[config.mk]
export PLATFORM = sky130hd
export DESIGN_NAME = piso_shift_tx
export DESIGN_NICKNAME = d
export VERILOG_FILES = /design/src/rtl/piso_shift_tx_pkg.sv /design/src/rtl/piso_shift_tx.sv
export SDC_FILE = /design/constraint.sdc
export NUM_CORES = 1
export LEC_CHECK = 0
export CAP_MARGIN = 25
export CORE_ASPECT_RATIO = 1.4
export CORE_MARGIN = 3
export CORE_UTILIZATION = 25
export DETAILED_ROUTE_END_ITERATION = 6
export PLACE_DENSITY = 0.52
export SKIP_CTS_REPAIR_TIMING = 1
export SLEW_MARGIN = 30
export SYNTH_ARGS = -nofsm -noshare
export SYNTH_HDL_FRONTEND = slang
export SYNTH_SLANG_ARGS = --single-unit
export TNS_END_PERCENT = 10
[constraint.sdc]
create_clock -name clk -period 2.03 [get_ports clk]
set_clock_uncertainty 0.05 [all_clocks]
set_input_delay 0.609 -clock clk [delete_from_list [all_inputs] [get_ports clk]]
set_output_delay 0.609 -clock clk [all_outputs]
set_load 0.005 [all_outputs]
[src/rtl/piso_shift_tx_pkg.sv]
// -----------------------------------------------------------------------------
// piso_shift_tx_pkg
// Shared definitions for the serial bit-stream datapath:
//   - state_e : FSM state encoding (ST_IDLE = 1'b0, ST_SHIFT = 1'b1)
//   - clog2   : constant function used to size bit counters
// -----------------------------------------------------------------------------
package piso_shift_tx_pkg;

  typedef enum logic {
    ST_IDLE  = 1'b0,
    ST_SHIFT = 1'b1
  } state_e;

  // Ceiling log2; returns 0 for values 0 and 1 so callers can clamp to 1 bit.
  function automatic int clog2(input int value);
    int res;
    int v;
    res = 0;
    if (value <= 1) begin
      res = 0;
    end else begin
      v = value - 1;
      while (v > 0) begin
        res = res + 1;
        v   = v >>> 1;
      end
    end
    return res;
  endfunction

endpackage

[src/rtl/piso_shift_tx.sv]
// -----------------------------------------------------------------------------
// piso_shift_tx
// Parallel-in, serial-out transmitter. A SIZE-bit word is accepted through a
// valid/ready handshake and shifted out one bit per clock, with so_valid and
// so_last framing strobes. Back-to-back words are sent with no idle cycle.
//
// Ports:
//   clk        in   rising-edge clock
//   rst        in   synchronous, active-high reset
//   din        in   [SIZE-1:0] parallel word, sampled only on an accepting edge
//   load_valid in   din is valid this cycle
//   load_ready out  word can be accepted this cycle (IDLE, or last shift bit)
//   so         out  serial data (0 whenever so_valid is low)
//   so_valid   out  so carries a payload bit
//   so_last    out  so carries the final bit of the current word
//   busy       out  a word is being shifted
// -----------------------------------------------------------------------------
module piso_shift_tx
  import piso_shift_tx_pkg::*;
#(
  parameter int SIZE      = 8,
  parameter bit MSB_FIRST = 1'b1
) (
  input  logic            clk,
  input  logic            rst,
  input  logic [SIZE-1:0] din,
  input  logic            load_valid,
  output logic            load_ready,
  output logic            so,
  output logic            so_valid,
  output logic            so_last,
  output logic            busy
);

  localparam int            CW       = (SIZE <= 1) ? 1 : clog2(SIZE);
  localparam logic [CW-1:0] CNT_LAST = CW'(SIZE - 1);

  state_e          state_q;
  state_e          state_d;
  logic [CW-1:0]   cnt_q;
  logic [CW-1:0]   cnt_d;
  logic [SIZE-1:0] s_q;
  logic [SIZE-1:0] s_d;
  logic [SIZE-1:0] load_word;
  logic            load_en;
  logic            shift_en;
  logic            at_last;

  assign at_last = (cnt_q == CNT_LAST);

  // Stage i holds the bit transmitted (SIZE-1-i)-th; stage SIZE-1 drives so.
  // Each shift moves bits toward the output and back-fills stage 0 with zero,
  // so the register is all zeros by the time the final bit has left.
  for (genvar g = 0; g < SIZE; g++) begin : g_stage
    if (MSB_FIRST) begin : g_msb
      assign load_word[g] = din[g];
    end else begin : g_lsb
      assign load_word[g] = din[SIZE-1-g];
    end

    if (g == 0) begin : g_first
      assign s_d[g] = load_en ? load_word[g] : (shift_en ? 1'b0 : s_q[g]);
    end else begin : g_rest
      assign s_d[g] = load_en ? load_word[g] : (shift_en ? s_q[g-1] : s_q[g]);
    end
  end

  // Next-state, counter and shift/load control.
  always_comb begin
    state_d  = state_q;
    cnt_d    = cnt_q;
    load_en  = 1'b0;
    shift_en = 1'b0;
    case (state_q)
      ST_IDLE: begin
        if (load_valid) begin
          load_en = 1'b1;
          cnt_d   = {CW{1'b0}};
          state_d = ST_SHIFT;
        end else begin
          state_d = ST_IDLE;
        end
      end
      ST_SHIFT: begin
        if (at_last) begin
          cnt_d = {CW{1'b0}};
          if (load_valid) begin
            // Reload on the last bit keeps the stream gap-free.
            load_en = 1'b1;
            state_d = ST_SHIFT;
          end else begin
            shift_en = 1'b1;
            state_d  = ST_IDLE;
          end
        end else begin
          shift_en = 1'b1;
          cnt_d    = cnt_q + CW'(1);
        end
      end
      default: begin
        state_d = ST_IDLE;
        cnt_d   = {CW{1'b0}};
      end
    endcase
  end

  // State, counter and shift register flops; reset drops any partial word.
  always_ff @(posedge clk) begin
    if (rst) begin
      state_q <= ST_IDLE;
      cnt_q   <= {CW{1'b0}};
      s_q     <= {SIZE{1'b0}};
    end else begin
      state_q <= state_d;
      cnt_q   <= cnt_d;
      s_q     <= s_d;
    end
  end

  assign so         = s_q[SIZE-1];
  assign so_valid   = (state_q == ST_SHIFT);
  assign busy       = (state_q == ST_SHIFT);
  assign so_last    = (state_q == ST_SHIFT) && at_last;
  assign load_ready = (state_q == ST_IDLE) || ((state_q == ST_SHIFT) && at_last);

endmodule

==> flow_summary_export.csv <==
group,metric,value,unit
run_status,status,"finished, final reports clean",
worst_setup_path,path_max_fanout,12,
timing,rsz0062_at_grt,"no",
synthesis,synthTopCellsByCount,"dfxtp_1 (12), nor2_1 (12), nor3b_1 (9)",
global_route,antenna_found_initial,0,
global_route,grt.overflow.total,0,
die,core,0.00225,mm2
synthesis,async_flop_share,0,
synthesis,post_synth.cell_area_avg,8.96,um2
synthesis,synth.cellmix.compoundShare,0.115,
synthesis,fa_ha_area_frac,0.0607,
power_and_ir_drop,p_per_area,685,mW/mm2
worst_setup_path,critical-path-slowest-cell,"clkdlybuf4s50_1",
synthesis,yosysSeqAreaShare,0.389,
synthesis,synth_top_flop_cell,"dfxtp_1",
drt,postRouteAntennaNets,0,
clocking,cts_tree,"done",
place,portBuffers,15,
place,post_dp_cell_area,764,um2
clocking,clk-insertion-delay-late,0.28,ns
clocking,clock_sink_count,12,
synthesis,yosys-stat-area,618,um2
worst_setup_path,rrSetupSlack,0.47,ns
## through the flow
step	TNS, ns	power, mW	util	instances	worst slack (ns)
2_1_floorplan	0	0.332	-	69	0.513
3_3_place_gp	0	0.371	0.339	101	0.0742
3_5_place_dp	0	0.371	0.339	101	0.0506
4_1_cts	-0.519	0.563	0.356	105	-0.252
5_1_grt	0	0.594	0.364	106	0.0440
6_report	0	0.563	0.364	106	0.120
## worst reg2reg max path, delay by kind of cell, from the launching register on
| family | cells | cell delay, ns |
|---|---|---|
| and+or+nand+nor | 2 | 0.60 |
| adders and majority gates | 2 | 0.36 |
| DFF | 1 | 0.33 |
| AOI/OAI and AO/OA | 1 | 0.13 |
## state kept, by name, summed over array words and instances, names as in the netlist
name	cells
s_q	8
cnt_q	3
busy	1
## final cells by class
type,instances,area (um2)
repair buffers,19,185
well taps,22,27.5
clock buffers,4,36.3
flip-flops and latches,12,243
multi-input cells,49,329
fillers,245,1430
## cells by family (layout without fill, tap and decap cells)
kind of cell / count (synthesis) / count (layout)
compound gates: 10 / 10
fa+ha+maj: 3 / 3
buf+inv: 8 / 23
flops: 12 / 12
mux: 1 / 1
simple gates: 35 / 35
## layer usage
metal	part of all wire	wire, um	GRT usage
met2	0.44	598	0.131
met5	0	0	0
met3	0.052	70	0.0167
met4	0.032	43	0.0606
met1	0.47	631	0.149
## power by group
| part | internal, mW | total, mW | switching, mW |
|---|---|---|---|
| registers | 0.253 | 0.265 | 0.0119 |
| logic | 0.0582 | 0.103 | 0.0447 |
| clock network | 0.109 | 0.195 | 0.0855 |
## worst paths after layout
kind,from,end,cells past startpoint
worst max-delay path,busy$_SDFF_PP0_,busy,1
worst min-delay path,s_q[1]$_SDFFE_PP0P_,s_q[1]$_SDFFE_PP0P_,2
worst max register to register,cnt_q[1]$_SDFFE_PP0P_,s_q[7]$_SDFFE_PP0P_,5
worst min register to register,s_q[1]$_SDFFE_PP0P_,s_q[1]$_SDFFE_PP0P_,2
## cell usage in the layout (no fill, tap or decap)
cell type,synthesis,final
buf_4,1,4
dfxtp_2,0,2
nor2b_1,1,1
nor2_1,12,12
nor4_1,7,7
a21oi_1,2,2
dfxtp_1,12,10
clkbuf_4,0,3
or2_1,1,1
clkbuf_8,0,1
a211oi_1,7,7
and2_1,1,1
dlymetal6s2s_1,0,2
mux2_4,1,1
nor3b_1,9,9
nor2_2,2,2
ha_2,0,2
nand2b_1,2,2
clkdlybuf4s50_1,0,13
a32oi_1,1,1
ha_1,3,1
Placement view:
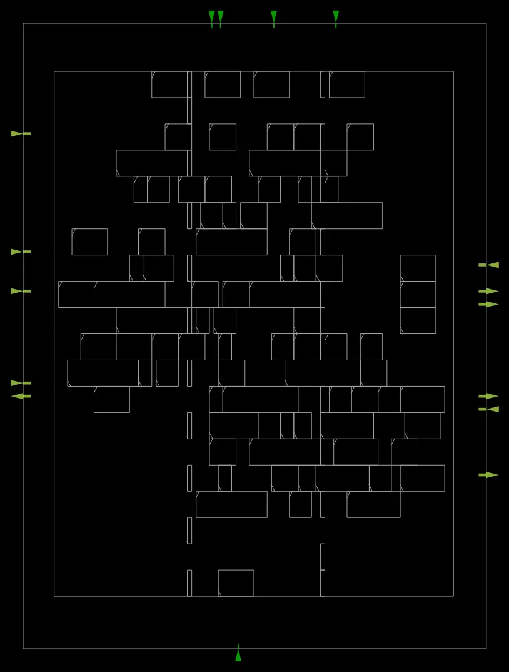
# Taps: 22
post-layout util: 0.364
Placement Rows: 20

Cells coloured by class:
Scale: 4 px per um.
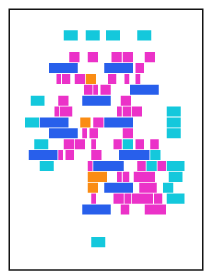
blue -> flops  # cells 12
cyan -> other buffers and delay cells  # cells 19
orange -> clock drivers and dummy loads  # cells 4
magenta -> all other logic  # cells 49

Wires at chosen ports, followed through buffers:
Scale: 8 px per um.
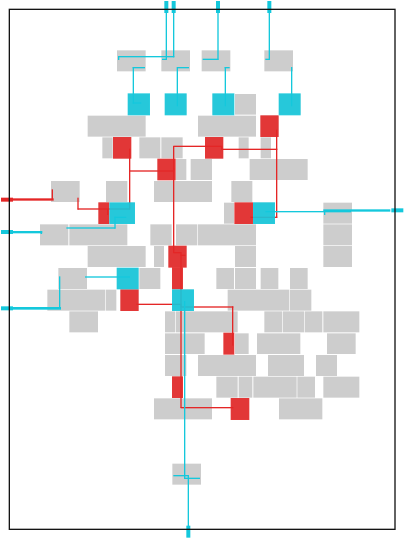
red -> rst  # bits 1, direction input, edge left, end cells 12, buffers 1, wire 113 um
cyan -> din  # bits 8, direction input, edge 4 top, 2 left, 1 right, 1 bottom, end cells 8, buffers 8, wire 135 um

Power figures rest on the tool's default switching activity, not on a simulated workload.
